class_map.png
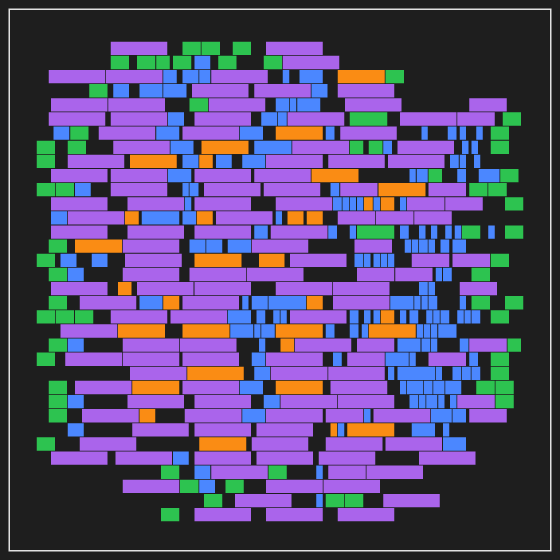
util_map.png
The bar under the picture is 20 um long. The die is cut into 10 by 10 equal tiles; dark blue is low, red is high, 0 to 100% covered.
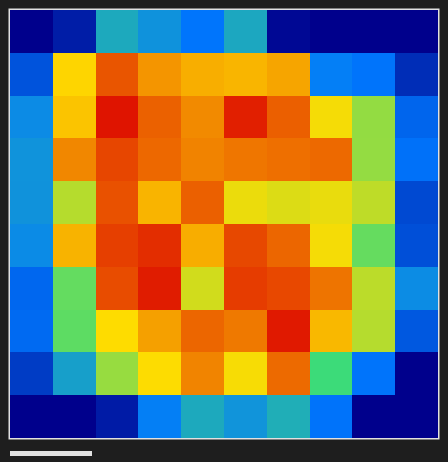
<file path="src/rtl/pipelined_cla_adder.sv">
// Pipelined carry-lookahead adder/subtractor: one GROUP-bit lookahead block per stage,
// registered group carry between stages, valid/ready handshake with global stall.
module pipelined_cla_adder #(
    parameter int WIDTH = 16,
    parameter int GROUP = 4
) (
    input  logic             clk,
    input  logic             rst_n,
    input  logic             in_valid,
    output logic             in_ready,
    input  logic [WIDTH-1:0] a,
    input  logic [WIDTH-1:0] b,
    input  logic             cin,
    input  logic             op,
    output logic             out_valid,
    input  logic             out_ready,
    output logic [WIDTH-1:0] sum,
    output logic             cout,
    output logic             ovf
);

    localparam int NSTG = WIDTH / GROUP;

    logic adv;

    assign adv      = !out_valid || out_ready;
    assign in_ready = adv;

    // Every carry is a flat sum of products of g/p terms and the group carry-in.
    function automatic logic [GROUP:0] lookahead(
        input logic [GROUP-1:0] g,
        input logic [GROUP-1:0] p,
        input logic             c0
    );
        logic [GROUP:0] c;
        logic           term;
        c    = '0;
        c[0] = c0;
        for (int j = 1; j <= GROUP; j++) begin
            term = c0;
            for (int n = 0; n < j; n++) term &= p[n];
            c[j] = term;
            for (int m = 0; m < j; m++) begin
                term = g[m];
                for (int n = m + 1; n < j; n++) term &= p[n];
                c[j] |= term;
            end
        end
        return c;
    endfunction

    for (genvar k = 0; k < NSTG; k++) begin : stage
        localparam int LO = k * GROUP;
        localparam int BW = WIDTH - LO;

        logic             valid_q;
        logic [WIDTH-1:0] word_q;   // finished sum bits below LO, operand A bits from LO up
        logic [BW-1:0]    b_q;      // only the operand B bits not yet consumed
        logic             c_q;
        logic [GROUP-1:0] g;
        logic [GROUP-1:0] p;
        logic [GROUP:0]   c;
        logic [WIDTH-1:0] nxt_w;

        assign g = word_q[LO +: GROUP] & b_q[GROUP-1:0];
        assign p = word_q[LO +: GROUP] ^ b_q[GROUP-1:0];
        assign c = lookahead(g, p, c_q);

        always_comb begin
            nxt_w              = word_q;
            nxt_w[LO +: GROUP] = p ^ c[GROUP-1:0];
        end

        if (k == 0) begin : head
            always_ff @(posedge clk) begin
                if (!rst_n)   valid_q <= 1'b0;
                else if (adv) valid_q <= in_valid;
            end

            // NOTE: datapath registers carry no reset; only the valid bits decide what is live.
            always_ff @(posedge clk) begin
                if (adv) begin
                    word_q <= a;
                    b_q    <= op ? ~b : b;
                    c_q    <= op | cin;
                end
            end
        end else begin : body
            always_ff @(posedge clk) begin
                if (!rst_n)   valid_q <= 1'b0;
                else if (adv) valid_q <= stage[k-1].valid_q;
            end

            always_ff @(posedge clk) begin
                if (adv) begin
                    word_q <= stage[k-1].nxt_w;
                    b_q    <= stage[k-1].b_q[BW+GROUP-1:GROUP];
                    c_q    <= stage[k-1].c[GROUP];
                end
            end
        end
    end

    always_ff @(posedge clk) begin
        if (!rst_n) begin
            out_valid <= 1'b0;
            sum       <= '0;
            cout      <= 1'b0;
            ovf       <= 1'b0;
        end else if (adv) begin
            out_valid <= stage[NSTG-1].valid_q;
            sum       <= stage[NSTG-1].nxt_w;
            cout      <= stage[NSTG-1].c[GROUP];
            ovf       <= stage[NSTG-1].c[GROUP-1] ^ stage[NSTG-1].c[GROUP];
        end
    end

endmodule

</file>
<file path="config.mk">
export PLATFORM = sky130hd
export DESIGN_NAME = pipelined_cla_adder
export DESIGN_NICKNAME = d
export VERILOG_FILES = /design/src/rtl/pipelined_cla_adder.sv
export SDC_FILE = /design/constraint.sdc
export NUM_CORES = 1
export LEC_CHECK = 0
export ABC_AREA = 1
export CORE_MARGIN = 5
export CORE_UTILIZATION = 55
export CTS_CLUSTER_DIAMETER = 80
export DETAILED_ROUTE_END_ITERATION = 10
export PLACE_DENSITY = 0.79
export SLEW_MARGIN = 30
export SYNTH_ARGS = -nofsm -noshare
export SYNTH_HDL_FRONTEND = slang
export SYNTH_SLANG_ARGS = --single-unit
</file>
<file path="constraint.sdc">
create_clock -name clk -period 2.15 [get_ports clk]
set_input_delay 0.43 -clock clk [delete_from_list [all_inputs] [get_ports clk]]
set_output_delay 0.43 -clock clk [all_outputs]
set_load 0.02 [all_outputs]
</file>
==> flow_metrics.env <==
# implementation run metrics
export IMPL_timing_critical_path_cells="clkdlybuf4s50_1 -> nor2_4 -> inv_4 -> clkdlybuf4s50_1"
export IMPL_synth_area_leaders="sky130_fd_sc_hd__edfxtp_1 (67%), sky130_fd_sc_hd__dfxtp_1 (9.5%), sky130_fd_sc_hd__ha_1 (5.2%)"
export IMPL_wirelength_met1_mm=2.77
export IMPL_yosys_stat_seqShare=0.763
export IMPL_top_delay_family_on_crit_path="buffers and inverters"
export IMPL_yosys_area_share_xor_xnor=0.0487
export IMPL_critical_path_max_stage_delay_ps=610
export IMPL_drt_iter0_markers=118
export IMPL_crit_path_start_kind="input port"
export IMPL_floorplan_die_area_um2=10800
export IMPL_detailed_place_hpwl_mm=4.37
export IMPL_criticalPathCategory="input port to output pin"
export IMPL_grt_start_max_net_pins=70
export IMPL_place_ws_ps=42.6
export IMPL_post_route_cells_drive_above_1_share=0.113
export IMPL_route_final_wire_length_mm=6.94
export IMPL_critical_path_destination="in_ready"
export IMPL_worst_ir_drop_vdd_v=0.000700
export IMPL_globalRouteOverflowTotal=0
export IMPL_cellPowerDensity_nw_per_um2=1090
export IMPL_finalNonFillerCells=499
export IMPL_drt_antenna_violating_nets=0
export IMPL_leakagePower_nw=2.51
export IMPL_timing_reg2reg_worst_path_depth=6
export IMPL_post_layout_total_power_mw=6.69
export IMPL_timing_setup_tns_ps=0
export IMPL_cp_required_ps=1720
export IMPL_worstMarginPinSlew_ps=352
export IMPL_synth_warning_count=0
export IMPL_timing_hold_worst_class="flop to flop"
export IMPL_grt_use_met2=0.231
export IMPL_cts_buffers=17
export IMPL_worstSkewPairLatency_ps=510
export IMPL_ys_sh_aoi=0.0402
export IMPL_clk_path_buf_depth=2
export IMPL_place_port_buffers=57
export IMPL_drt_pass1_iter_count=4
export IMPL_common_cells="sky130_fd_sc_hd__edfxtp_1 (108), sky130_fd_sc_hd__nor2_1 (34), sky130_fd_sc_hd__xor2_1 (26)"
export IMPL_cts_hold_buffers_added=0
export IMPL_hold_path_depth=0
export IMPL_tritoncts="built"
export IMPL_dr_max_layer_used="met4"
export IMPL_setup_violations=0
export IMPL_busiest_layer="met2"
export IMPL_tritoncts_num_sinks=131
export IMPL_netlist_area_um2=4850
export IMPL_final_min_clock_period_ps=2110
export IMPL_yosys_dominant_comb_family="adder cells"
export IMPL_portion_of_synthesized_cell_area_occupied_by_the_leading_cell_type=0.668
export IMPL_avgRoutedWirePerCell_um=13.9
export IMPL_antenna_found_initial=0
export IMPL_whs_ps=413
export IMPL_run_status="complete, no violations"
export IMPL_yosys_cells=302
export IMPL_wl_met2_mm=3.64
export IMPL_max_cap_violations=0
export IMPL_cts_resized_gates=0
export IMPL_hold_path_startpoint="stage[1].b_q[9]$_DFFE_PP_"
export IMPL_yosysUniqueCellTypes=27
export IMPL_area_growth_pct=26.3
export IMPL_clock_root_buffer="sky130_fd_sc_hd__clkbuf_8"
export IMPL_cts_htree_levels=4
export IMPL_critical_path_startpoint="out_ready"
export IMPL_grt_pass1_wl_mm=11.7
export IMPL_drc_errors=0
export IMPL_mappedNetlistNets=364
export IMPL_synth_cellmix_adderShare=0.0680
export IMPL_worst_r2r_startpoint="stage[1].word_q[4]$_DFFE_PP_"
export IMPL_dp_cells=467
export IMPL_max_freq_ghz=0.474
export IMPL_setup_worst_path_end_class="output pin"
export IMPL_arrival_time_at_the_worst_endpoint_ps=1680
export IMPL_critical_path_peak_fanout=2
About class_map.png:
Key: clock drivers and dummy loads = orange [cells 32, share of their area 9.2%]; remaining buffers and delay cells = green [cells 64, share of their area 11%]; remaining logic cells = blue [cells 164, share of their area 18%]; registers = purple [cells 131, share of their area 62%]
number of cell rows: 34
post-route core utilization: 0.706
Placeable Area: 8680 um2
flop share of the area: 0.604
total non-filler cell area in the finished layout: 6130 um2

About util_map.png:
The densest ninth of the die: center. The emptiest ninth of the die: upper right. The fullest tile reaches 98%.
Floorplan Utilization: 0.559

power breakdown:
part           switching [mW]  internal (mW)  total, mW
sequential              0.137           3.22       3.36
clock                    1.04           1.54       2.58
combinational           0.376          0.367      0.743
total                    1.56           5.13       6.69
layout make-up:
cell class,count,area [um2]
Sequential cell,131,3700
Fill cell,569,2550
Multi-Input combinational cell,143,1010
Timing Repair Buffer,64,648
Clock buffer,18,418
Tap cell,108,135
Clock inverter,14,133
Inverter,21,81.3
registers in the layout, indices dropped and copies added, names as in the netlist:
name           flops
sum               16
out_valid          1
stage.word_q      64
ovf                1
cout               1
stage.c_q          4
stage.b_q         40
stage.valid_q      4
Power and IR drop assume default switching activity.
